File: src/rtl/instruction_fetch_unit_pkg.sv
// Shared fetch/decode definitions: FSM encoding, widths, and the
// instruction field boundaries used by the decoder.
package instruction_fetch_unit_pkg;

    localparam int IFU_ADDR_W = 8;
    localparam int INSTR_W    = 16;

    localparam int OPCODE_MSB  = 15;
    localparam int OPCODE_LSB  = 8;
    localparam int OPERAND_MSB = 7;
    localparam int OPERAND_LSB = 0;

    typedef enum logic [1:0] {
        ST_RST  = 2'd0,
        ST_REQ  = 2'd1,
        ST_WAIT = 2'd2,
        ST_HOLD = 2'd3
    } ifu_state_e;

endpackage

File: src/rtl/instruction_fetch_unit.sv
// Instruction fetch: owns the PC, fetches over a req/ack handshake and
// holds the latched instruction until execute reports completion.
import instruction_fetch_unit_pkg::*;

module instruction_fetch_unit #(
    parameter int                ADDR_W   = IFU_ADDR_W,
    parameter logic [ADDR_W-1:0] RESET_PC = '0
) (
    input  logic               clock,
    input  logic               reset_n,
    output logic               mem_req,
    output logic [ADDR_W-1:0]  mem_addr,
    input  logic               mem_ack,
    input  logic [INSTR_W-1:0] mem_rdata,
    output logic [INSTR_W-1:0] instruction_register,
    output logic               ir_valid,
    output logic [ADDR_W-1:0]  program_counter,
    input  logic               exec_done,
    input  logic               branch_taken,
    input  logic [ADDR_W-1:0]  branch_target
);

    ifu_state_e         state_q, state_d;
    logic [ADDR_W-1:0]  pc_q, pc_d;
    logic [INSTR_W-1:0] ir_q, ir_d;
    logic               valid_q, valid_d;
    logic               req_q, req_d;

    always_comb begin
        state_d = state_q;
        pc_d    = pc_q;
        ir_d    = ir_q;
        valid_d = valid_q;
        req_d   = req_q;
        unique case (state_q)
            ST_RST: begin
                state_d = ST_REQ;
                req_d   = 1'b1;
            end
            ST_REQ, ST_WAIT: begin
                if (mem_ack) begin
                    ir_d    = mem_rdata;
                    pc_d    = pc_q + ADDR_W'(1);
                    valid_d = 1'b1;
                    req_d   = 1'b0;
                    state_d = ST_HOLD;
                end else begin
                    state_d = ST_WAIT;
                end
            end
            ST_HOLD: begin
                // PC was already advanced at fetch; only a branch overrides it
                if (exec_done) begin
                    valid_d = 1'b0;
                    req_d   = 1'b1;
                    state_d = ST_REQ;
                    if (branch_taken) begin
                        pc_d = branch_target;
                    end
                end
            end
        endcase
    end

    always_ff @(posedge clock) begin
        if (!reset_n) begin
            state_q <= ST_RST;
            pc_q    <= RESET_PC;
            ir_q    <= '0;
            valid_q <= 1'b0;
            req_q   <= 1'b0;
        end else begin
            state_q <= state_d;
            pc_q    <= pc_d;
            ir_q    <= ir_d;
            valid_q <= valid_d;
            req_q   <= req_d;
        end
    end

    assign mem_req              = req_q;
    assign mem_addr             = pc_q;
    assign instruction_register = ir_q;
    assign ir_valid             = valid_q;
    assign program_counter      = pc_q;

endmodule

File: config.mk
export PLATFORM = sky130hd
export DESIGN_NAME = instruction_fetch_unit
export DESIGN_NICKNAME = d
export VERILOG_FILES = /design/src/rtl/instruction_fetch_unit_pkg.sv /design/src/rtl/instruction_fetch_unit.sv
export SDC_FILE = /design/constraint.sdc
export NUM_CORES = 1
export LEC_CHECK = 0
export CAP_MARGIN = 15
export CORE_ASPECT_RATIO = 2
export CORE_UTILIZATION = 41
export DETAILED_ROUTE_END_ITERATION = 12
export PLACE_DENSITY = 0.82
export RECOVER_POWER = 100
export SETUP_SLACK_MARGIN = 0.05
export SYNTH_ARGS = -nofsm -noshare
export SYNTH_HDL_FRONTEND = slang
export SYNTH_SLANG_ARGS = --single-unit
File: constraint.sdc
create_clock -name clock -period 1.8 [get_ports clock]
set_input_delay 0.36 -clock clock [delete_from_list [all_inputs] [get_ports clock]]
set_output_delay 0.36 -clock clock [all_outputs]
set_load 0.02 [all_outputs]
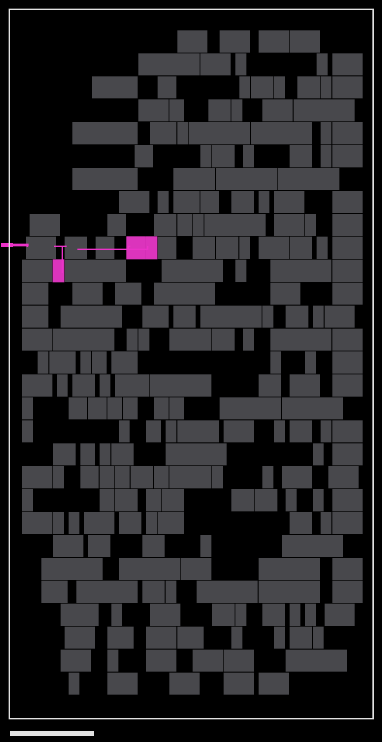
(I/O nets highlighted)
Bar = 10 um.
port	colour	bits	direction	edge	end cells	wire
`exec_done`	magenta	1	input	west	3	15.2 um
IO buf count: 62
Ports: 63

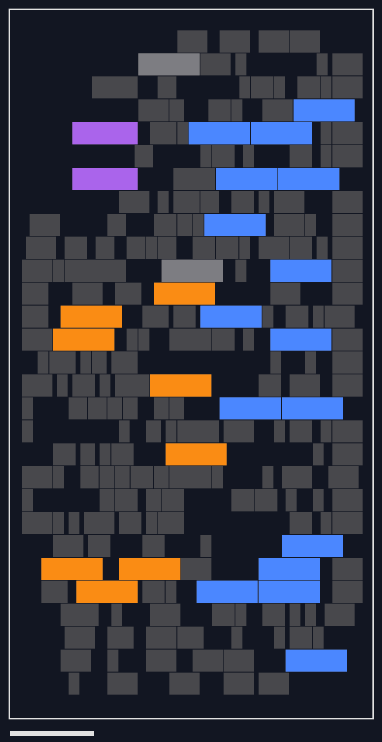
(sequential cells coloured by netlist name)
Bar = 10 um.
netlist name	colour	placed flops
`instruction_register`	blue	16
`mem_addr`	orange	8
`state_q`	purple	2
not coloured	2
Core Util, Final: 62.6%
Seq/total area: 28.2%
register area: 563 um^2

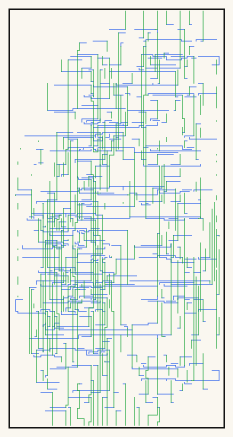
(wiring by layer)
Only two layers are drawn.
layer	colour	wire length
met1	blue	1300 um
met2	green	1700 um
DR vias: 1328
WL per Instance: 12.8 um
GRT Util Overall: 18.2%
WL final: 3240 um

==> summary.txt <==
yosys + openroad results -> status=finished clean, CP startpoint kind=register, area delta synth->final=45.1%, Fin Setup TNS=0 ns, first-pass GRT wire length=5130 um, Synth flops=28, PwrDens=987 nW/um^2, Core ar.=3190 um^2, post-route ant nets=0, nets@finish=254, Mapped Cells=164, CTS tree=done, crit path time final=1.72 ns, area leader, netlist=dfxtp_1, gr ovfl total=0, # Cells Yosys=164, maximum VDD drop=615 uV, worst path bufs/invs=1, Dominant cell area share=40.7%, layout cell share with drive strength beyond 1=10.4%, Layout Cells excl Fill=253, DPL Wire Length=2360 um, arrival time worst endpoint=1.36 ns, largest net degree at the start of global routing=19, crit path max fanout=4, Initial DRC Count=40, RSZ-0062 raised after global routing=yes, final setup violation count=0, CTS buffer count=3, Final Cell Area=2000 um^2, Vias per Instance=5.25, syn avg cell area=8.40 um^2, First-pass DRT Iterations=4, vias in the first global route=1172, Hold WS=0.463 ns, Crit. End Element=primary output, Worst Path Required=1.44 ns, WS Path Type=register to primary output, max frequency=583 MHz, Synth cell types=38, R2R Setup Slk=0.11 ns, ant diodes=0, Chip Area=3610 um^2, Clock Tree Buf Depth=2, slew margin rel.=62.1%, initial antenna violation count=0, Pleak=0.825 nW, delay-heaviest family, CP=buffers and inverters, Worst-path clk slew=0.09 ns, cts hold-fix bufs=0, # DRC=0, routability cong.=0.779, register share after synthesis=40.7%, YS chip area=1380 um^2, fp util=43.1%, post-route clock period utilization=95.3%, CTS HTree Levels=1, Post-Place Cells=248, worst hold path type=register to register, mapped cell area=1380 um^2, Largest cells by area=dfxtp_1 (41%), nand2_1 (12%), a21boi_0 (9.3%), Placed Area=1980 um^2, final hold violation count=0, Fill cells=284, clock skew=0.00218 ns, minimum setup slack after placement=0.00291 ns, Slew @ Worst Pin=0.568 ns, Slew Viols, Final=0, crit-path max cell delay=0.69 ns, final worst slack=0.0840 ns, die height=84.0 um, clock sinks=28, CTS root buf=clkbuf_8, die width=43.0 um, Latency at later pin=0.27 ns, total number of yosys warnings=0, max cap viols=0, Pwr Total=1.97 mW, CP max-delay cell=dlygate4sd3_1, row count=29, Cell Chain, Critical Path=dlygate4sd3_1, Floorplan Nets=195, OpenROAD warnings=27
[metal layers]
metal / GRT usage, % / part of all wire, % / wire, um
met4: 8.82 / 2.2 / 71
met3: 2.81 / 5.2 / 168
met2: 32.9 / 53 / 1700
met5: 0 / 0 / 0
met1: 19.5 / 40 / 1300
[registers in the layout (all words and copies together), names as in the netlist]
name                  flops
instruction_register     16
mem_addr                  8
state_q                   2
ir_valid                  1
mem_req                   1
[cell usage in the layout (no fill, tap or decap), types with 2 or more instances in the layout]
master           synthesis  layout
nand2_1                 44      44
clkdlybuf4s50_1          0      32
dfxtp_1                 28      26
dlygate4sd3_1            0      20
a21boi_0                17      18
buf_4                   10       8
clkbuf_1                 4       7
nor2_1                   6       6
a21oi_1                  5       5
o21ai_0                  4       4
clkbuf_8                 0       4
dlygate4sd2_1            0       4
nand3_1                  3       3
inv_1                    3       3
o211a_1                  3       3
nor2b_1                  3       3
nor3_1                   2       2
o31ai_1                  2       2
and3_1                   2       2
a22o_1                   2       2
mux2i_1                  2       2
dfxtp_2                  0       2
[cells in the mapped netlist]
library cell,number
and2b_2,1
and2_2,1
a22oi_1,1
dfxtp_1,28
o31ai_1,2
nor2_2,1
a21oi_2,1
nand3_1,3
a21boi_0,17
a211oi_1,1
ha_1,2
o21ai_2,1
o221a_2,1
o211a_1,3
nor2b_1,3
a211o_2,1
clkbuf_1,4
nand4_1,1
a31o_1,1
a21boi_1,2
nor3_1,2
clkbuf_2,1
buf_6,2
nor2b_2,1
a211oi_4,1
inv_1,3
and3_1,2
nand2b_1,1
buf_4,10
a22o_1,2
nor2_1,6
o41ai_1,1
o211ai_1,1
mux2i_1,2
a31oi_1,1
a21oi_1,5
nand2_1,44
o21ai_0,4
[tightest hold or removal path: stages (launching register included)]
cell,delay (ns)
dfxtp_1,0.32
nand2_1,0.04
a21boi_0,0.06
[where the power goes]
part / total (mW) / switching, mW / internal (mW)
registers: 0.784 / 0.0738 / 0.710
clock network: 0.387 / 0.191 / 0.196
logic: 0.804 / 0.431 / 0.373
total: 1.97 / 0.695 / 1.28
[cells by family (layout without fill, tap and decap cells)]
group | after synthesis | count (layout) | share of synthesized area (%)
AOI/OAI and AO/OA | 46 | 46 | 25.8
adders and majority gates | 2 | 2 | 1.82
buffers and inverters | 20 | 78 | 9.35
DFF | 28 | 28 | 40.7
muxes | 2 | 2 | 1.45
and+or+nand+nor | 66 | 66 | 20.9
[area by class of cell]
class / count / area, um^2 / share of cell area, %
timing repair buffer: 71 / 642 / 32.1
multi-input combinational: 116 / 689 / 34.5
sequential: 28 / 563 / 28.2
tap: 31 / 38.8 / 1.94
inverter: 3 / 11.3 / 0.563
clock buffer: 4 / 55.1 / 2.75
[what timing repair did]
item                                   CTS  global route
pin swaps                                0             1
gates resized                            4             9
setup endpoints to repair                6            12
buffers inserted                         0             1
endpoints found under the hold margin    0             0
[path summary, 6_finish.rpt]
kind	startpoint	depth (start not counted)	to
setup / recovery	mem_addr[7]	1	mem_addr[7]
setup reg to reg	state_q[0]	6	mem_addr[7]
hold reg to reg	instruction_register[6]	2	instruction_register[6]
hold / removal	instruction_register[6]	2	instruction_register[6]
Power figures rest on the tool's default switching activity, not on a simulated workload.
